`config.mk`:
```
export PLATFORM = sky130hd
export DESIGN_NAME = geofence_poly
export DESIGN_NICKNAME = d
export VERILOG_FILES = /design/src/rtl/geofence_poly_pkg.sv /design/src/rtl/geofence_cross.sv /design/src/rtl/geofence_poly.sv
export SDC_FILE = /design/constraint.sdc
export NUM_CORES = 1
export LEC_CHECK = 0
export ABC_CLOCK_PERIOD_IN_PS = 35600
export CAP_MARGIN = 20
export CORE_MARGIN = 3
export CORE_UTILIZATION = 30
export DETAILED_ROUTE_END_ITERATION = 7
export GPL_ROUTABILITY_DRIVEN = 0
export HOLD_SLACK_MARGIN = 0.06
export SLEW_MARGIN = 15
export SYNTH_ARGS = -nofsm -noshare
export SYNTH_HDL_FRONTEND = slang
export SYNTH_SLANG_ARGS = --single-unit
export TNS_END_PERCENT = 20
```
`constraint.sdc`:
```
create_clock -name clk -period 35.6 [get_ports clk]
set_input_delay 10.68 -clock clk [delete_from_list [all_inputs] [get_ports clk]]
set_output_delay 10.68 -clock clk [all_outputs]
set_load 0.01 [all_outputs]
```
`src/rtl/geofence_poly_pkg.sv`:
```
// Shared types and width helpers for the polygon geofence: point storage,
// FSM state encoding and the signed arithmetic widths derived from WIDTH.
package geofence_poly_pkg;

   // Widest coordinate supported; narrower coordinates are stored zero-extended.
   localparam int MAX_W = 16;

   typedef struct packed {
      logic [MAX_W-1:0] x;
      logic [MAX_W-1:0] y;
   } point_t;

   typedef enum logic [1:0] {
      LOAD  = 2'd0,
      SORT  = 2'd1,
      CHECK = 2'd2,
      OUT   = 2'd3
   } state_t;

   function automatic int diff_w(input int w);
      return w + 1;
   endfunction

   function automatic int prod_w(input int w);
      return 2 * w + 2;
   endfunction

   function automatic int cross_w(input int w);
      return 2 * w + 3;
   endfunction

   function automatic logic signed [MAX_W:0] pt_dx(input point_t a, input point_t b);
      return $signed({1'b0, a.x}) - $signed({1'b0, b.x});
   endfunction

   function automatic logic signed [MAX_W:0] pt_dy(input point_t a, input point_t b);
      return $signed({1'b0, a.y}) - $signed({1'b0, b.y});
   endfunction

endpackage

```
`src/rtl/geofence_cross.sv`:
```
// Combinational signed 2-D cross product a x b = ax*by - ay*bx, exact width.
module geofence_cross
   import geofence_poly_pkg::*;
#(
   parameter int WIDTH = 10
) (
   input  logic signed [WIDTH:0]            ax_i,
   input  logic signed [WIDTH:0]            ay_i,
   input  logic signed [WIDTH:0]            bx_i,
   input  logic signed [WIDTH:0]            by_i,
   output logic signed [cross_w(WIDTH)-1:0] c_o
);

   localparam int PW  = prod_w(WIDTH);
   localparam int CRW = cross_w(WIDTH);

   logic signed [PW-1:0] p_ab;
   logic signed [PW-1:0] p_ba;

   assign p_ab = PW'(ax_i) * PW'(by_i);
   assign p_ba = PW'(ay_i) * PW'(bx_i);
   assign c_o  = CRW'(p_ab) - CRW'(p_ba);

endmodule

```
`src/rtl/geofence_poly.sv`:
```
// Point-in-convex-polygon test: load object + vertices, angle-sort vertices
// about V0 with a fixed-length bubble sort, then test the object against every edge.
module geofence_poly
   import geofence_poly_pkg::*;
#(
   parameter int NPOINT      = 6,
   parameter int WIDTH       = 10,
   parameter bit EDGE_INSIDE = 1'b0
) (
   input  logic             clk,
   input  logic             reset,
   input  logic [WIDTH-1:0] X,
   input  logic [WIDTH-1:0] Y,
   output logic             valid,
   output logic             is_inside
);

   localparam int DW  = diff_w(WIDTH);
   localparam int CRW = cross_w(WIDTH);
   localparam int IW  = $clog2(NPOINT);
   localparam int CW  = $clog2(NPOINT + 1);

   localparam logic [IW-1:0] PIVOT    = '0;
   localparam logic [IW-1:0] LAST_IDX = IW'(NPOINT - 1);
   localparam logic [IW-1:0] SORT_END = IW'(NPOINT - 2);
   localparam logic [IW-1:0] PASS_END = IW'(NPOINT - 3);
   localparam logic [CW-1:0] LOAD_END = CW'(NPOINT);

   state_t          state_q, state_d;
   logic [CW-1:0]   cnt_q, cnt_d;
   logic [IW-1:0]   idx_q, idx_d, idx_n;
   logic [IW-1:0]   pass_q, pass_d;
   logic            pos_q, pos_d, neg_q, neg_d, zero_q, zero_d;

   point_t          vert_q [NPOINT];
   point_t          obj_q;
   point_t          pt_in, pa, pb, base;
   logic signed [DW-1:0]  ax, ay, bx, by;
   logic signed [CRW-1:0] cross_c;
   logic            swap;
   logic            inside_w;

   // SORT compares (V[i]-V0, V[i+1]-V0); CHECK uses (V[k+1]-V[k], OBJ-V[k]).
   always_comb begin
      pt_in.x = MAX_W'(X);
      pt_in.y = MAX_W'(Y);
      idx_n   = (idx_q == LAST_IDX) ? '0 : idx_q + IW'(1);
      if (state_q == SORT) begin
         pa   = vert_q[idx_q];
         pb   = vert_q[idx_n];
         base = vert_q[PIVOT];
      end else begin
         pa   = vert_q[idx_n];
         pb   = obj_q;
         base = vert_q[idx_q];
      end
      ax   = DW'(pt_dx(pa, base));
      ay   = DW'(pt_dy(pa, base));
      bx   = DW'(pt_dx(pb, base));
      by   = DW'(pt_dy(pb, base));
      swap = (state_q == SORT) && cross_c[CRW-1];
   end

   geofence_cross #(.WIDTH(WIDTH)) u_cross (
      .ax_i (ax),
      .ay_i (ay),
      .bx_i (bx),
      .by_i (by),
      .c_o  (cross_c)
   );

   always_comb begin
      state_d = state_q;
      cnt_d   = cnt_q;
      idx_d   = idx_q;
      pass_d  = pass_q;
      pos_d   = pos_q;
      neg_d   = neg_q;
      zero_d  = zero_q;
      case (state_q)
         LOAD: begin
            if (cnt_q == LOAD_END) begin
               state_d = SORT;
               cnt_d   = '0;
               idx_d   = IW'(1);
               pass_d  = '0;
            end else begin
               cnt_d = cnt_q + CW'(1);
            end
         end
         SORT: begin
            if (idx_q == SORT_END) begin
               idx_d = IW'(1);
               if (pass_q == PASS_END) begin
                  state_d = CHECK;
                  idx_d   = '0;
                  pos_d   = 1'b0;
                  neg_d   = 1'b0;
                  zero_d  = 1'b0;
               end else begin
                  pass_d = pass_q + IW'(1);
               end
            end else begin
               idx_d = idx_q + IW'(1);
            end
         end
         CHECK: begin
            pos_d  = pos_q  | (!cross_c[CRW-1] && (cross_c != '0));
            neg_d  = neg_q  | cross_c[CRW-1];
            zero_d = zero_q | (cross_c == '0);
            idx_d  = idx_n;
            if (idx_q == LAST_IDX) state_d = OUT;
         end
         OUT: begin
            state_d = LOAD;
            cnt_d   = '0;
         end
         default: state_d = LOAD;
      endcase
   end

   always_ff @(posedge clk) begin
      if (reset) begin
         state_q <= LOAD;
         cnt_q   <= '0;
         idx_q   <= '0;
         pass_q  <= '0;
         pos_q   <= 1'b0;
         neg_q   <= 1'b0;
         zero_q  <= 1'b0;
      end else begin
         state_q <= state_d;
         cnt_q   <= cnt_d;
         idx_q   <= idx_d;
         pass_q  <= pass_d;
         pos_q   <= pos_d;
         neg_q   <= neg_d;
         zero_q  <= zero_d;
      end
   end

   // Point storage carries no reset; a fresh set always overwrites it in LOAD.
   always_ff @(posedge clk) begin
      if (state_q == LOAD) begin
         if (cnt_q == '0) obj_q <= pt_in;
         else             vert_q[IW'(cnt_q - CW'(1))] <= pt_in;
      end else if (swap) begin
         vert_q[idx_q] <= vert_q[idx_n];
         vert_q[idx_n] <= vert_q[idx_q];
      end
   end

   assign inside_w  = !(pos_q && neg_q) && (zero_q ? EDGE_INSIDE : 1'b1);
   assign valid     = (state_q == OUT);
   assign is_inside = valid && inside_w;

endmodule

```
Fig. 1: run 1, cells colored by class
Scale: 1.5 px per µm.
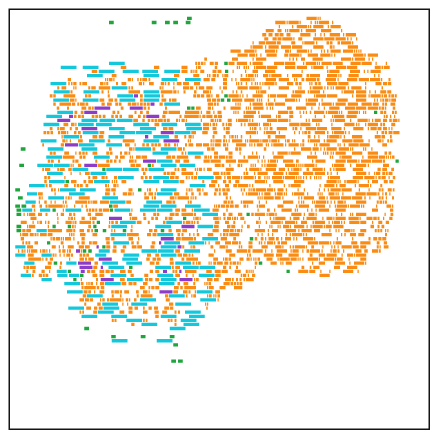
Key: clock drivers and dummy loads = purple [cells 32]; sequential cells = cyan [cells 169]; combinational and other logic = orange [cells 2076]; remaining buffers and delay cells = green [cells 61]

Fig. 2: run 1, clock routing
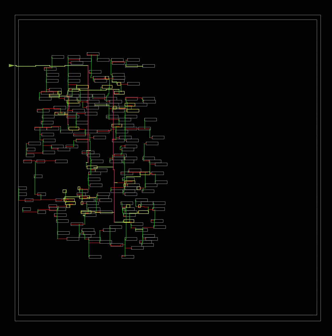
clock buffer count from CTS: 17
skew final: 0.0133 ns
Clock Sinks: 169

Fig. 3: run 1, routed metal per tile
Scale: 1.5 px per µm. 28 x 28 tiles, from dark purple (low) to yellow (high), scaled to the fullest tile. Values are wire area over tile area, all layers added.
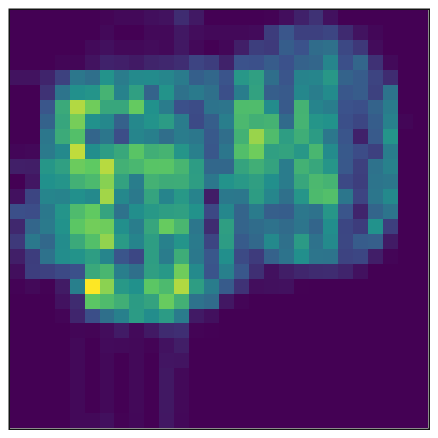
The emptiest ninth of the die: south-east. The fullest tile reaches 0.61. 37% of the tiles are nearly empty. 18% of the tiles are over half the peak. The mean over all tiles is 0.14.

Fig. 4: run 1, the metal 3 layer
Scale: 1.5 px per µm.
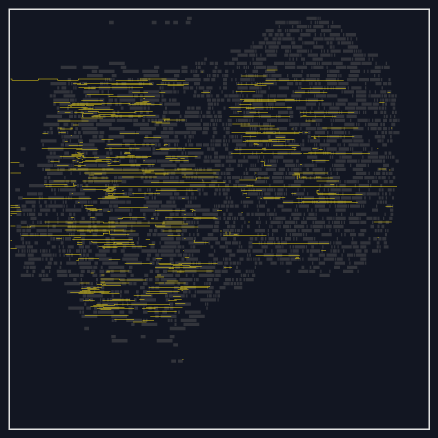
The wires run mostly horizontal. The layer carries 5130 µm of wire. The layer holds 7.8% of the routed length. 219 nets have wire on it. The longest straight run is 210 µm.

==> metrics.yaml, run 1 <==
final_cell_mix: "inv_1 (353), nor2_1 (286), fa_1 (280)"
ys_seq_share_pct: 21.9
flop-count: 169
synthArstFlopShare_pct: 0
grt_pass1_vias: 17700
whs_path_depth: 2
crit_path_end: "vert_q[4][19]"
wl_per_cell_um: 19.9
core_um2: 73300
yosysUniqueCellTypes: 76
status: "completed"
signal_buffer_area_fraction_pct: 2.12
antenna_found_initial: 1
start_kind: "flip-flop"
fin_cells: 3299
critPathMaxStageDelay_ns: 0.95
final_area_um2: 24400
viasPerCell: 5.26
inv_count: 354
crit_path_frequent_cell: "fa_1"
top_cells_by_count: "inv_1 (353), nor2_1 (286), fa_1 (280)"
num-fill-cells: 7535
initCoreUtil_pct: 30.5
fin_ws_ns: 20.79
hpwl_um: 49500
fp_nets: 2794
setup_viol: 0
critPathRequiredTime_ns: 35.73
synth_dominant_cell_count: "inv_1"
root_buffer: "clkbuf_16"
cts_tree: "built"
rows: 99
reg2reg_to: "vert_q[4][19]"
path_delay_family: "adder cells"
hp-class: "reg -> reg"
max_slew_margin_pct: 33.0
rr_startpoint: "idx_q[0]"
run 1: state kept, by name, summed over array words and instances, names as in the netlist, named ones only:
register  flops
neg_q         1
idx_q         3
obj_q        20
pos_q         1
state_q       2
zero_q        1
cnt_q         3
pass_q        3
vert_q      132
run 1: worst reg2reg max path, delay by kind of cell (launching register included):
family / cells / cell delay [ns]
adder cells (fa/ha/maj): 11 / 5.24
AND-OR/OR-AND: 11 / 2.89
XOR/XNOR: 2 / 0.80
buffers and inverters: 10 / 2.50
AND/OR/NAND/NOR: 7 / 2.14
flip-flops: 1 / 0.80
multiplexers: 1 / 0.15
run 1: layer usage:
metal  part of all wire (%)  global-route usage [%]  wire length [µm]
met5                      0                       0                 0
met4                    2.4                    4.38              1580
met3                    7.8                    2.73              5130
met2                     45                    27.5             29800
met1                     44                    23.8             29200
==> run 1 -> run 2 <==
--- a/config.mk
+++ b/config.mk
@@ -5,7 +5,7 @@
 export SDC_FILE = /design/constraint.sdc
 export NUM_CORES = 1
 export LEC_CHECK = 0
-export ABC_CLOCK_PERIOD_IN_PS = 35600
+export ABC_CLOCK_PERIOD_IN_PS = 14650
 export CAP_MARGIN = 20
 export CORE_MARGIN = 3
 export CORE_UTILIZATION = 30
==> constraint.sdc (replaced) <==
create_clock -name clk -period 14.65 [get_ports clk]
set_input_delay 4.395 -clock clk [delete_from_list [all_inputs] [get_ports clk]]
set_output_delay 4.395 -clock clk [all_outputs]
set_load 0.01 [all_outputs]
Fig. 5: run 2, the metal 3 layer
Scale: 1.5 px per µm.
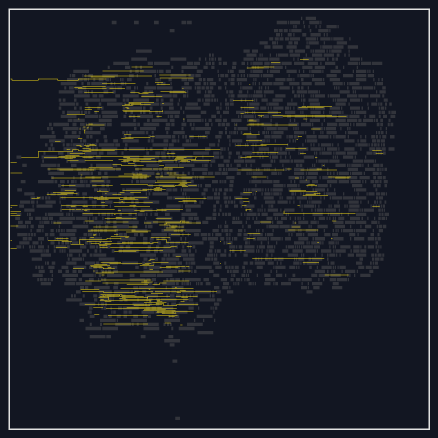
The layer carries 4540 µm of wire. The longest straight run is 104 µm. 233 nets have wire on it. The layer holds 6.8% of the routed length.

==> run 2 against run 1 <==
Effect of this change:
- sequential cell count unchanged
- global-route usage up 0.11 points
- non-clock buffer count up 8
- maximum frequency up 10%
- cell count up 0.18%
- setup slack worse by 20 ns
- first-iteration DRC count up 15%
- synthesized cell count unchanged
- final area up 0.23%
- critical endpoint is now vert_q[5][4]
==> metrics.yaml, run 2 <==
use_met3_pct: 2.12  # -0.62 points
largestRegisters: "vert_q (132), obj_q (20)"
rr_startpoint: "idx_q[0]"
wl_met1_um: 29900  # +2.5%
num-fill-cells: 7513  # -0.29%
antenna_found_initial: 0  # -1
cts_sinks: 169  # unchanged
max_slew_margin_pct: 15.3  # -18 points
synthArstFlopShare_pct: 0  # unchanged
status: "completed"
busiest_layer: "met2"
largest_reg_flops: 132  # unchanged
wl_per_cell_um: 20.2  # +1.3%
whs_path_depth: 2  # unchanged
viasPerCell: 5.31  # +1.0%
wl_met2_um: 30900  # +3.7%
yosysUniqueCellTypes: 76  # unchanged
core_um2: 73300  # unchanged
final_cell_mix: "inv_1 (353), nor2_1 (286), fa_1 (280)"
top_register: "vert_q"
rows: 99  # unchanged
cts_made_buffers: 17  # unchanged
hpwl_um: 51900  # +4.7%
ys_seq_share_pct: 21.9  # unchanged
highest_layer: "met4"
grtUsageMet1_pct: 24.0  # +0.19 points
hp-class: "reg -> reg"
crit_path_end: "vert_q[5][4]"
setup_viol: 0  # unchanged
root_buffer: "clkbuf_16"
met3RoutedLength_um: 4540  # -12%
critPathMaxStageDelay_ns: 0.91  # -0.04 ns
## run 2: cell types whose count changed in the layout (fill, tap and decap cells not counted), sizes merged
cell      change
diode         -2
clkbuf        +6
buf           +8
inv           -1
clkinvlp      -1
clkinv        -1
bufinv        -3
## run 2: logic make-up after synthesis
group                      after synthesis
xor gates and xnor gates                72
AOI/OAI and AO/OA                      436
DFF                                    169
muxes                                  162
and+or+nand+nor                        636
buffers and inverters                  465
adders and majority gates              416
## run 2: final cells by class
cell class                 instances  area (µm²)  area share [%]
clock buffer                      24         526            2.15
timing repair buffer              69         613            2.51
sequential                       169        4910            20.1
inverter                         354        1330            5.44
multi-input combinational       1722       15800            64.6
tap                              959        1200            4.92
clock inverter                     8        56.3           0.231
